### config.mk
export PLATFORM = sky130hd
export DESIGN_NAME = hazard_ctrl_flat
export DESIGN_NICKNAME = d
export VERILOG_FILES = /design/src/rtl/hazard_ctrl_if.sv /design/src/rtl/hazard_ctrl.sv /design/src/flat_wrapper.sv
export SDC_FILE = /design/constraint.sdc
export NUM_CORES = 1
export LEC_CHECK = 0
export ABC_AREA = 1
export CAP_MARGIN = 10
export CELL_PAD_IN_SITES_DETAIL_PLACEMENT = 1
export CELL_PAD_IN_SITES_GLOBAL_PLACEMENT = 1
export CORE_MARGIN = 4
export CORE_UTILIZATION = 27
export CTS_BUF_LIST = sky130_fd_sc_hd__clkbuf_2 sky130_fd_sc_hd__clkbuf_4 sky130_fd_sc_hd__clkbuf_8
export DETAILED_ROUTE_END_ITERATION = 16
export HOLD_SLACK_MARGIN = 0.05
export PLACE_DENSITY = 0.92
export SLEW_MARGIN = 0
export SYNTH_ARGS = -nofsm -noshare
export SYNTH_HDL_FRONTEND = slang
export SYNTH_SLANG_ARGS = --single-unit
### constraint.sdc
create_clock -name clk -period 2.2 [get_ports clk]
set_input_delay 0.44 -clock clk [delete_from_list [all_inputs] [get_ports clk]]
set_output_delay 0.44 -clock clk [all_outputs]
set_load 0.005 [all_outputs]
### src/rtl/hazard_ctrl_if.sv
// hazard_ctrl_if: hazard-unit signal bundle between the pipeline datapath and hazard_ctrl.
//   slave  : seen by hazard_ctrl (register numbers/controls in, stall/flush/forward out)
//   master : seen by the pipeline (drives register numbers/controls, receives stall/flush/forward)
interface hazard_ctrl_if;
    logic [4:0] rs_d, rt_d, rs_e, rt_e;
    logic [4:0] write_reg_e, write_reg_m, write_reg_w;
    logic       reg_write_e, reg_write_m, reg_write_w;
    logic       mem_to_reg_e, mem_to_reg_m, branch_d;
    logic       md_start_e, md_div_e;
    logic       stall_f, stall_d, stall_e, flush_e, flush_m;
    logic       forward_a_d, forward_b_d;
    logic [1:0] forward_a_e, forward_b_e;
    logic       md_busy, md_done;

    modport slave (
        input  rs_d, rt_d, rs_e, rt_e, write_reg_e, write_reg_m, write_reg_w,
               reg_write_e, reg_write_m, reg_write_w, mem_to_reg_e, mem_to_reg_m,
               branch_d, md_start_e, md_div_e,
        output stall_f, stall_d, stall_e, flush_e, flush_m, forward_a_d, forward_b_d,
               forward_a_e, forward_b_e, md_busy, md_done
    );

    modport master (
        output rs_d, rt_d, rs_e, rt_e, write_reg_e, write_reg_m, write_reg_w,
               reg_write_e, reg_write_m, reg_write_w, mem_to_reg_e, mem_to_reg_m,
               branch_d, md_start_e, md_div_e,
        input  stall_f, stall_d, stall_e, flush_e, flush_m, forward_a_d, forward_b_d,
               forward_a_e, forward_b_e, md_busy, md_done
    );
endinterface

### src/rtl/hazard_ctrl.sv
// hazard_ctrl: 5-stage MIPS hazard unit (forwarding, load-use/branch stalls, mult/div sequencing).
//   clk : rising-edge clock
//   clr : synchronous active-high reset; forces every output to 0 in its cycle
//   h   : hazard_ctrl_if.slave bundle (register numbers/controls in, stall/flush/forward out)
module hazard_ctrl #(
    parameter int MULT_CYCLES = 4,
    parameter int DIV_CYCLES  = 32,
    parameter int CNT_W       = 6
) (
    input  logic          clk,
    input  logic          clr,
    hazard_ctrl_if.slave  h
);
    typedef enum logic [1:0] {IDLE = 2'b00, RUN = 2'b01} state_t;

    // The start cycle counts as one and the done cycle as one, hence N-2.
    localparam logic [CNT_W-1:0] MULT_LD = CNT_W'(MULT_CYCLES - 2);
    localparam logic [CNT_W-1:0] DIV_LD  = CNT_W'(DIV_CYCLES - 2);

    state_t           state_q, state_d;
    logic [CNT_W-1:0] cnt_q, cnt_d;
    logic             md_stall, md_fin, lw_stall, br_stall, hz;
    logic [1:0]       fa_e, fb_e;
    logic             fa_d, fb_d;

    always_ff @(posedge clk) begin
        if (clr) begin
            state_q <= IDLE;
            cnt_q   <= '0;
        end else begin
            state_q <= state_d;
            cnt_q   <= cnt_d;
        end
    end

    always_comb begin
        state_d  = state_q;
        cnt_d    = cnt_q;
        md_stall = 1'b0;
        md_fin   = 1'b0;
        if (state_q == IDLE) begin
            if (h.md_start_e) begin
                md_stall = 1'b1;
                cnt_d    = h.md_div_e ? DIV_LD : MULT_LD;
                state_d  = RUN;
            end
        end else if (cnt_q != '0) begin
            md_stall = 1'b1;
            cnt_d    = cnt_q - 1'b1;
        end else begin
            md_fin  = 1'b1;
            state_d = IDLE;
        end
    end

    // Register 0 is hard-wired zero, so it never forwards.
    assign fa_e = (h.rs_e != 5'd0 && h.rs_e == h.write_reg_m && h.reg_write_m) ? 2'b10 :
                  (h.rs_e != 5'd0 && h.rs_e == h.write_reg_w && h.reg_write_w) ? 2'b01 : 2'b00;
    assign fb_e = (h.rt_e != 5'd0 && h.rt_e == h.write_reg_m && h.reg_write_m) ? 2'b10 :
                  (h.rt_e != 5'd0 && h.rt_e == h.write_reg_w && h.reg_write_w) ? 2'b01 : 2'b00;
    assign fa_d = h.rs_d != 5'd0 && h.rs_d == h.write_reg_m && h.reg_write_m;
    assign fb_d = h.rt_d != 5'd0 && h.rt_d == h.write_reg_m && h.reg_write_m;

    assign lw_stall = h.mem_to_reg_e && (h.rt_e == h.rs_d || h.rt_e == h.rt_d);
    assign br_stall = h.branch_d &&
                      ((h.reg_write_e  && (h.write_reg_e == h.rs_d || h.write_reg_e == h.rt_d)) ||
                       (h.mem_to_reg_m && (h.write_reg_m == h.rs_d || h.write_reg_m == h.rt_d)));
    assign hz = lw_stall | br_stall;

    assign h.stall_f     = ~clr & (hz | md_stall);
    assign h.stall_d     = ~clr & (hz | md_stall);
    assign h.stall_e     = ~clr & md_stall;
    assign h.flush_m     = ~clr & md_stall;
    // EX is held, not bubbled, while the mult/div occupies it.
    assign h.flush_e     = ~clr & hz & ~md_stall;
    assign h.forward_a_d = ~clr & fa_d;
    assign h.forward_b_d = ~clr & fb_d;
    assign h.forward_a_e = clr ? 2'b00 : fa_e;
    assign h.forward_b_e = clr ? 2'b00 : fb_e;
    assign h.md_busy     = ~clr & md_stall;
    assign h.md_done     = ~clr & md_fin;
endmodule

### src/flat_wrapper.sv
// flat-port wrapper written by rule: the top's interface ports become plain ports
module hazard_ctrl_flat 
#(
    parameter int MULT_CYCLES = 4,
    parameter int DIV_CYCLES  = 32,
    parameter int CNT_W       = 6
)
  (clk, clr, h_rs_d, h_rt_d, h_rs_e, h_rt_e, h_write_reg_e, h_write_reg_m, h_write_reg_w, h_reg_write_e, h_reg_write_m, h_reg_write_w, h_mem_to_reg_e, h_mem_to_reg_m, h_branch_d, h_md_start_e, h_md_div_e, h_stall_f, h_stall_d, h_stall_e, h_flush_e, h_flush_m, h_forward_a_d, h_forward_b_d, h_forward_a_e, h_forward_b_e, h_md_busy, h_md_done);
  hazard_ctrl_if h_i ();
  input  logic clk;
  input  logic clr;
  input wire logic [$bits(h_i.rs_d)-1:0] h_rs_d;
  input wire logic [$bits(h_i.rt_d)-1:0] h_rt_d;
  input wire logic [$bits(h_i.rs_e)-1:0] h_rs_e;
  input wire logic [$bits(h_i.rt_e)-1:0] h_rt_e;
  input wire logic [$bits(h_i.write_reg_e)-1:0] h_write_reg_e;
  input wire logic [$bits(h_i.write_reg_m)-1:0] h_write_reg_m;
  input wire logic [$bits(h_i.write_reg_w)-1:0] h_write_reg_w;
  input wire logic [$bits(h_i.reg_write_e)-1:0] h_reg_write_e;
  input wire logic [$bits(h_i.reg_write_m)-1:0] h_reg_write_m;
  input wire logic [$bits(h_i.reg_write_w)-1:0] h_reg_write_w;
  input wire logic [$bits(h_i.mem_to_reg_e)-1:0] h_mem_to_reg_e;
  input wire logic [$bits(h_i.mem_to_reg_m)-1:0] h_mem_to_reg_m;
  input wire logic [$bits(h_i.branch_d)-1:0] h_branch_d;
  input wire logic [$bits(h_i.md_start_e)-1:0] h_md_start_e;
  input wire logic [$bits(h_i.md_div_e)-1:0] h_md_div_e;
  output wire logic [$bits(h_i.stall_f)-1:0] h_stall_f;
  output wire logic [$bits(h_i.stall_d)-1:0] h_stall_d;
  output wire logic [$bits(h_i.stall_e)-1:0] h_stall_e;
  output wire logic [$bits(h_i.flush_e)-1:0] h_flush_e;
  output wire logic [$bits(h_i.flush_m)-1:0] h_flush_m;
  output wire logic [$bits(h_i.forward_a_d)-1:0] h_forward_a_d;
  output wire logic [$bits(h_i.forward_b_d)-1:0] h_forward_b_d;
  output wire logic [$bits(h_i.forward_a_e)-1:0] h_forward_a_e;
  output wire logic [$bits(h_i.forward_b_e)-1:0] h_forward_b_e;
  output wire logic [$bits(h_i.md_busy)-1:0] h_md_busy;
  output wire logic [$bits(h_i.md_done)-1:0] h_md_done;
  assign h_i.rs_d = h_rs_d;
  assign h_i.rt_d = h_rt_d;
  assign h_i.rs_e = h_rs_e;
  assign h_i.rt_e = h_rt_e;
  assign h_i.write_reg_e = h_write_reg_e;
  assign h_i.write_reg_m = h_write_reg_m;
  assign h_i.write_reg_w = h_write_reg_w;
  assign h_i.reg_write_e = h_reg_write_e;
  assign h_i.reg_write_m = h_reg_write_m;
  assign h_i.reg_write_w = h_reg_write_w;
  assign h_i.mem_to_reg_e = h_mem_to_reg_e;
  assign h_i.mem_to_reg_m = h_mem_to_reg_m;
  assign h_i.branch_d = h_branch_d;
  assign h_i.md_start_e = h_md_start_e;
  assign h_i.md_div_e = h_md_div_e;
  assign h_stall_f = h_i.stall_f;
  assign h_stall_d = h_i.stall_d;
  assign h_stall_e = h_i.stall_e;
  assign h_flush_e = h_i.flush_e;
  assign h_flush_m = h_i.flush_m;
  assign h_forward_a_d = h_i.forward_a_d;
  assign h_forward_b_d = h_i.forward_b_d;
  assign h_forward_a_e = h_i.forward_a_e;
  assign h_forward_b_e = h_i.forward_b_e;
  assign h_md_busy = h_i.md_busy;
  assign h_md_done = h_i.md_done;
  hazard_ctrl #(.MULT_CYCLES(MULT_CYCLES), .DIV_CYCLES(DIV_CYCLES), .CNT_W(CNT_W)) u_core (.clk(clk), .clr(clr), .h(h_i));
endmodule
### Clock routing, run 1

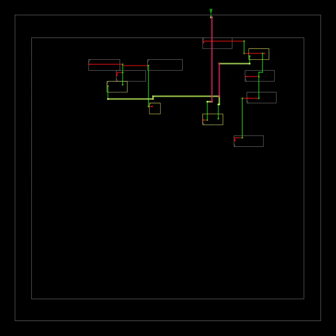
CTS buffer count: 3
clock network power consumption: 0.000204 W
number of clock sinks: 7

### Metal layers overlaid, run 1

Scale: 8 px per micron. Only two layers are drawn.
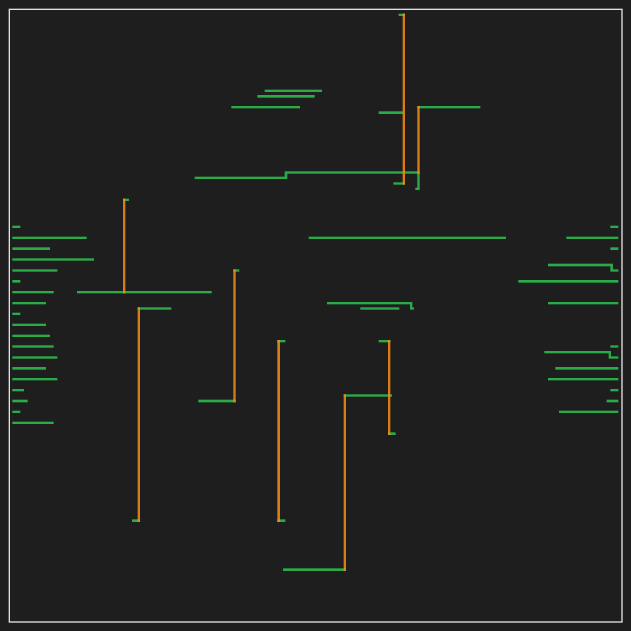
[metal 4] orange | wire length: 139 microns
[metal 3] green | wire length: 296 microns
routed length per placed instance: 15.9 microns
total vias in the final route: 1903
overall fraction of global-route tracks in use: 19.8%
Routed WL: 6140 microns

==> run summary, run 1 <==
Results of the implementation run.

The final weighted congestion in routability-driven placement is roughly 0.86. The flip-flop and latch count after synthesis came out at 7. The standby leakage power is 1.23 nW. The routed via count divided by cell count is 4.93.

The maximum clock frequency is 0.459 GHz. The layout cell share with drive strength beyond 1 is 36.2%. After synthesis, the mean cell area works out to 5.38 sq um. The horizontal die dimension is about 76 microns. The final layout net count is approximately 380.

The sum of net half-perimeters after detailed placement came out at around 4800 microns. Counting I/O delays and the setup requirement, the final critical path takes roughly 2.2 ns. The number of pins with negative max-slew slack in the final report came out at 0.

The post-route fraction of the period consumed by the critical path is 99.1%. The worst hold path belongs to the class reg2reg. The worst-case headroom to the max-slew limit came out at approximately three quarters. According to the timing report, the data required time at the worst endpoint equals 1.76 ns. The worst setup slack for register-to-register paths came out at about 0.57 ns. The total cell area reported by yosys after synthesis is approximately 0.0013 sq mm. The report puts the cell count of the worst reg-to-reg path at 10. Summed over all layers, the global routing overflow is 0. The total placed instance area is 0.00216 sq mm.

Nets still carrying antenna violations after routing amount to 0. The clock network latency to the later pin of the worst-skew pair came out at between 0.2 and 0.25 ns. The instance count of the mapped netlist is ~240. The via count of the first global-routing pass was 2048. The source of the worst register-to-register timing path is u_core.cnt_q[0]. For this run, the final setup violation count is recorded as 0.

The routed length on met2 came out at 3250 microns. The run finished with clean final reports. The net count after synthesis is ~280.

The worst hold slack after final layout is 0.486 ns. The total number of placement rows is 24. The count of library flops with an enable pin is 0. The share of the core area taken by cells at floorplan is between 20% and 30%. The peak supply drop is roughly 0.15 mV.
### Metal 2, run 1

Scale: 4 px per micron. Cells faint in the background.
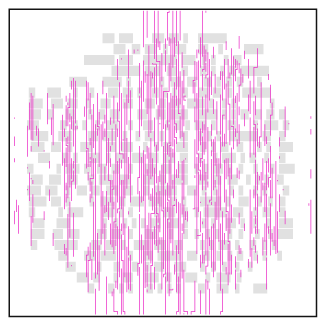
longest straight run: 33.3 microns
nets with wire on the layer: 342
wire length on this layer: 3250 microns
share of all routed wire: 53%

run 1: registers in the layout (all words and copies together), names as in the netlist:
signal / cells
u_core.state_q: 1
u_core.cnt_q: 6
run 1: worst max-delay path: stages (launching register included):
cell and delay, ns:
sky130_fd_sc_hd__dfxtp_4 0.35, sky130_fd_sc_hd__inv_2 0.05, sky130_fd_sc_hd__ha_1 0.19, sky130_fd_sc_hd__nand4_1 0.14, sky130_fd_sc_hd__nand2_2 0.10, sky130_fd_sc_hd__nand2_2 0.11, sky130_fd_sc_hd__inv_2 0.06, sky130_fd_sc_hd__nor2_4 0.11
sky130_fd_sc_hd__buf_4 0.14, sky130_fd_sc_hd__dlygate4sd2_1 0.25
run 1: cells by family after synthesis:
| family | after synthesis | synth area share [%] |
|---|---|---|
| simple gates | 128 | 41.7 |
| buf+inv | 47 | 15.4 |
| compound gates | 27 | 13.2 |
| xor+xnor | 24 | 16.6 |
| flops | 7 | 11.1 |
| fa+ha+maj | 2 | 1.98 |
run 1: metrics by stage:
step                      setup TNS [ns]  worst slack [ns]  utilization, %
after floorplan                        0             0.382               -
after global placement             -5.61            -0.626            48.6
after detailed placement           -6.35            -0.723            48.6
after CTS                       -0.00147          -0.00147            51.2
after global routing              -0.251            -0.111            50.6
final                                  0            0.0198            50.6
run 1: power by group:
group          internal [W]  leakage, nW  total [W]  switching, W
clock              0.000138       0.0262   0.000204     0.0000652
sequential         0.000146       0.0589   0.000166     0.0000201
combinational      0.000231         1.14   0.000483      0.000252
run 1: layer usage:
metal / up-vias / track usage [%]
met5: - / 0
met4: 0 / 7.25
met3: 16 / 4.14
met2: 64 / 36.5
met1: 894 / 22.1
li1: 929 / -
run 1: synth_stat cells (3+ instances only):
cell,instances,area [sq um]
sky130_fd_sc_hd__buf_4,3,22.5
sky130_fd_sc_hd__dfxtp_1,7,140
sky130_fd_sc_hd__nand2_1,75,282
sky130_fd_sc_hd__a21oi_1,7,35.0
sky130_fd_sc_hd__nor3_1,8,40.0
sky130_fd_sc_hd__xor2_1,9,78.8
sky130_fd_sc_hd__xnor2_1,15,131
sky130_fd_sc_hd__buf_2,6,30.0
sky130_fd_sc_hd__o21ai_0,8,40.0
sky130_fd_sc_hd__nor2_1,25,93.8
sky130_fd_sc_hd__a31oi_1,3,18.8
sky130_fd_sc_hd__inv_1,25,93.8
sky130_fd_sc_hd__inv_2,12,45.0
sky130_fd_sc_hd__nand3_1,11,55.1
run 1: final cells by class:
cell class / count / area (sq um)
clock buffers: 4 / 48.8
flip-flops and latches: 7 / 145
well taps: 52 / 65.1
repair buffers: 104 / 810
multi-input cells: 181 / 1040
fillers: 632 / 2200
inverters: 38 / 143
run 1: what timing repair did:
action | 4_1_cts | 5_1_grt
hold buffers | 0 | 0
hold endpoints to repair | 0 | 0
endpoints found under the setup margin | 13 | 9
resized | 111 | 41
buffers inserted | 4 | 1
pin swaps | 19 | 12
==> run 2, diff against run 1 <==
--- a/config.mk
+++ b/config.mk
@@ -9,7 +9,6 @@
 export CAP_MARGIN = 10
 export CELL_PAD_IN_SITES_DETAIL_PLACEMENT = 1
 export CELL_PAD_IN_SITES_GLOBAL_PLACEMENT = 1
-export CORE_MARGIN = 4
 export CORE_UTILIZATION = 27
 export CTS_BUF_LIST = sky130_fd_sc_hd__clkbuf_2 sky130_fd_sc_hd__clkbuf_4 sky130_fd_sc_hd__clkbuf_8
 export DETAILED_ROUTE_END_ITERATION = 16
==> run summary, run 2 <==
Results of the implementation run.

The run finished with clean final reports. The sum of net half-perimeters after detailed placement is 4490 microns (-6.6%). The detailed-route wire length per cell is 16.4 microns (+3.0%). The total cell area reported by yosys after synthesis came out at 0.00126 sq mm (unchanged).

By area the synthesized netlist is led by sky130_fd_sc_hd__nand2_1, sky130_fd_sc_hd__dfxtp_1, sky130_fd_sc_hd__xnor2_1. In the post-synthesis netlist, the cell with the most instances is sky130_fd_sc_hd__nand2_1. The total placed instance area came out at 0.00216 sq mm (unchanged). The total number of placement rows came out at 24 (unchanged).

The routed via count divided by cell count came out at 5.03 (+2.0%). The post-cts hold buffer count is 0 (unchanged). The final weighted congestion in routability-driven placement came out at 0.842 (-1.6%). The final layout net count came to 389 (+1.8%). The number of failing setup endpoints in the final timing report is 0 (unchanged). The number of antenna violations at the first check in global routing came out at 0. The met1 track utilization from global routing came out at 28.6% (+6.5 points).

The post-synthesis area per instance came out at 5.38 sq um (unchanged). The clock period minus final worst setup slack is 2.15 ns (-0.0295 ns). The worst setup slack after layout is 0.0493 ns (+0.0295 ns). The core region is approximately 0.0044 sq mm. The core utilization of the finished layout came to 51.6% (+1.0 points). The largest registers in the layout are u_core.cnt_q (6), u_core.state_q (1).

The maximum clock frequency came to 0.465 GHz (+1.4%). The initial core utilization came to 28.6% (+0.19 points). The area share of the largest cell type after synthesis came out at 22.3% (unchanged). The worst-case setup slack after placement came out at -0.643 ns (+0.0796 ns). The path class of the lowest-slack min-delay path is reg2reg. The standby leakage power is 1.24 nW (+1.1%). The horizontal die dimension came out at 70.4 microns (-7.9%). The worst hold slack after final layout came to 0.519 ns (+0.0326 ns). The routing usage on met3 is 3.61% (-0.53 points). The instance count of the mapped netlist is 235 (unchanged). The number of clock buffers inserted by TritonCTS was 3 (unchanged). The count of library flops with an enable pin came to 0 (unchanged).

The count of antenna-violating nets left after detailed routing is 0 (unchanged). The total overflow reported by the global router came out at 0 (unchanged). The worst endpoint required time came out at 1.76 ns (about the same). The accumulated negative setup slack was 0 ns (unchanged).

Of all cell types, the one taking the most synthesized area is sky130_fd_sc_hd__nand2_1. The via count of the first global-routing pass is 2069 (+1.0%). The commonest cells after synthesis are sky130_fd_sc_hd__nand2_1, sky130_fd_sc_hd__inv_1, sky130_fd_sc_hd__nor2_1, sky130_fd_sc_hd__xnor2_1, sky130_fd_sc_hd__inv_2. The number of I/O pins came out at between 50 and 60. The number of pins with negative max-slew slack in the final report came to 0 (unchanged). The post-route fraction of the period consumed by the critical path came to 97.8% (-1.3 points).

The worst-case headroom to the max-slew limit is 78.5% (+2.1 points). The total clock sinks was 7 (unchanged).
-- run 2: worst max-delay path, stage by stage --
cell and delay, ns:
sky130_fd_sc_hd__clkdlybuf4s50_1 0.44, sky130_fd_sc_hd__inv_2 0.09, sky130_fd_sc_hd__buf_4 0.10, sky130_fd_sc_hd__nand2_1 0.10, sky130_fd_sc_hd__a311oi_2 0.27, sky130_fd_sc_hd__dlygate4sd2_1 0.27
-- run 2: cells by family after synthesis --
group / share of synthesized area [%]
AOI/OAI and AO/OA: 13.2
xor gates and xnor gates: 16.6
adders and majority gates: 1.98
buffers and inverters: 15.4
DFF: 11.1
and+or+nand+nor: 41.7
-- run 2: per-stage QoR --
stage,instances,total power [W]
3_5_place_dp,377,0.000618
4_1_cts,390,0.000822
6_report,393,0.000870
5_1_grt,393,0.000922
2_1_floorplan,235,0.000373
3_3_place_gp,377,0.000592
-- run 2: area by class of cell --
cell class | instances | area (sq um)
Fill cell | 620 | 2140
Multi-Input combinational cell | 181 | 1020
Timing Repair Buffer | 111 | 855
Sequential cell | 7 | 143
Inverter | 38 | 143
Tap cell | 52 | 65.1
Clock buffer | 4 | 48.8
-- run 2: what timing repair did --
action | CTS | global route
setup buffers | 9 | 4
gates resized | 104 | 42
pin swaps | 11 | 15
setup endpoints to repair | 13 | 7
-- run 2: path summary, 6_finish.rpt --
| check | startpoint | end | slack [ns] | cells past startpoint |
|---|---|---|---|---|
| max reg2reg | u_core.cnt_q[0] | u_core.cnt_q[5] | 0.60 | 10 |
| min | u_core.cnt_q[5] | u_core.cnt_q[5] | 0.52 | 2 |
| max | clr | h_forward_a_d | 0.05 | 6 |
| min reg2reg | u_core.cnt_q[5] | u_core.cnt_q[5] | 0.52 | 2 |
-- run 2: layer usage --
layer | wire [microns] | vias to the layer above
li1 | - | 941
met1 | 2740 | 965
met2 | 3340 | 57
met3 | 235 | 13
met4 | 120 | 0
met5 | 0 | -
-- run 2: report_power, final --
part	switching, W	internal, W
combinational	0.000265	0.000237
sequential	0.0000184	0.000146
clock	0.0000657	0.000138
total	0.000349	0.000521
### Metal 2, run 2

Scale: 6 px per micron. Cells faint in the background.
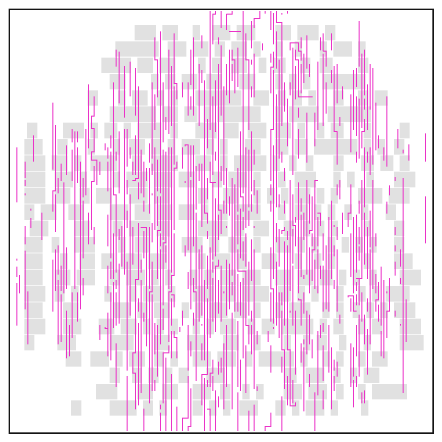
share of all routed wire: 52%
longest straight run: 35.7 microns
wire length on this layer: 3340 microns
main direction: vertical
total vias in the final route: 1976
M2 GR Usage: 45.8%
Routed WL: 6440 microns

### Clock routing, run 2

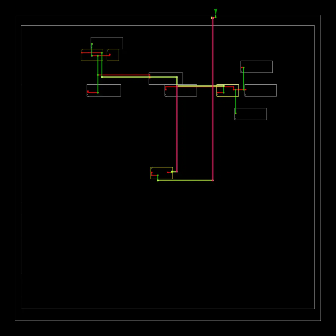
final setup skew: 0.000907 ns
# clk buffers: 4
worst skew pair latency: 0.24 ns

Power is estimated from default activity; no workload was simulated.
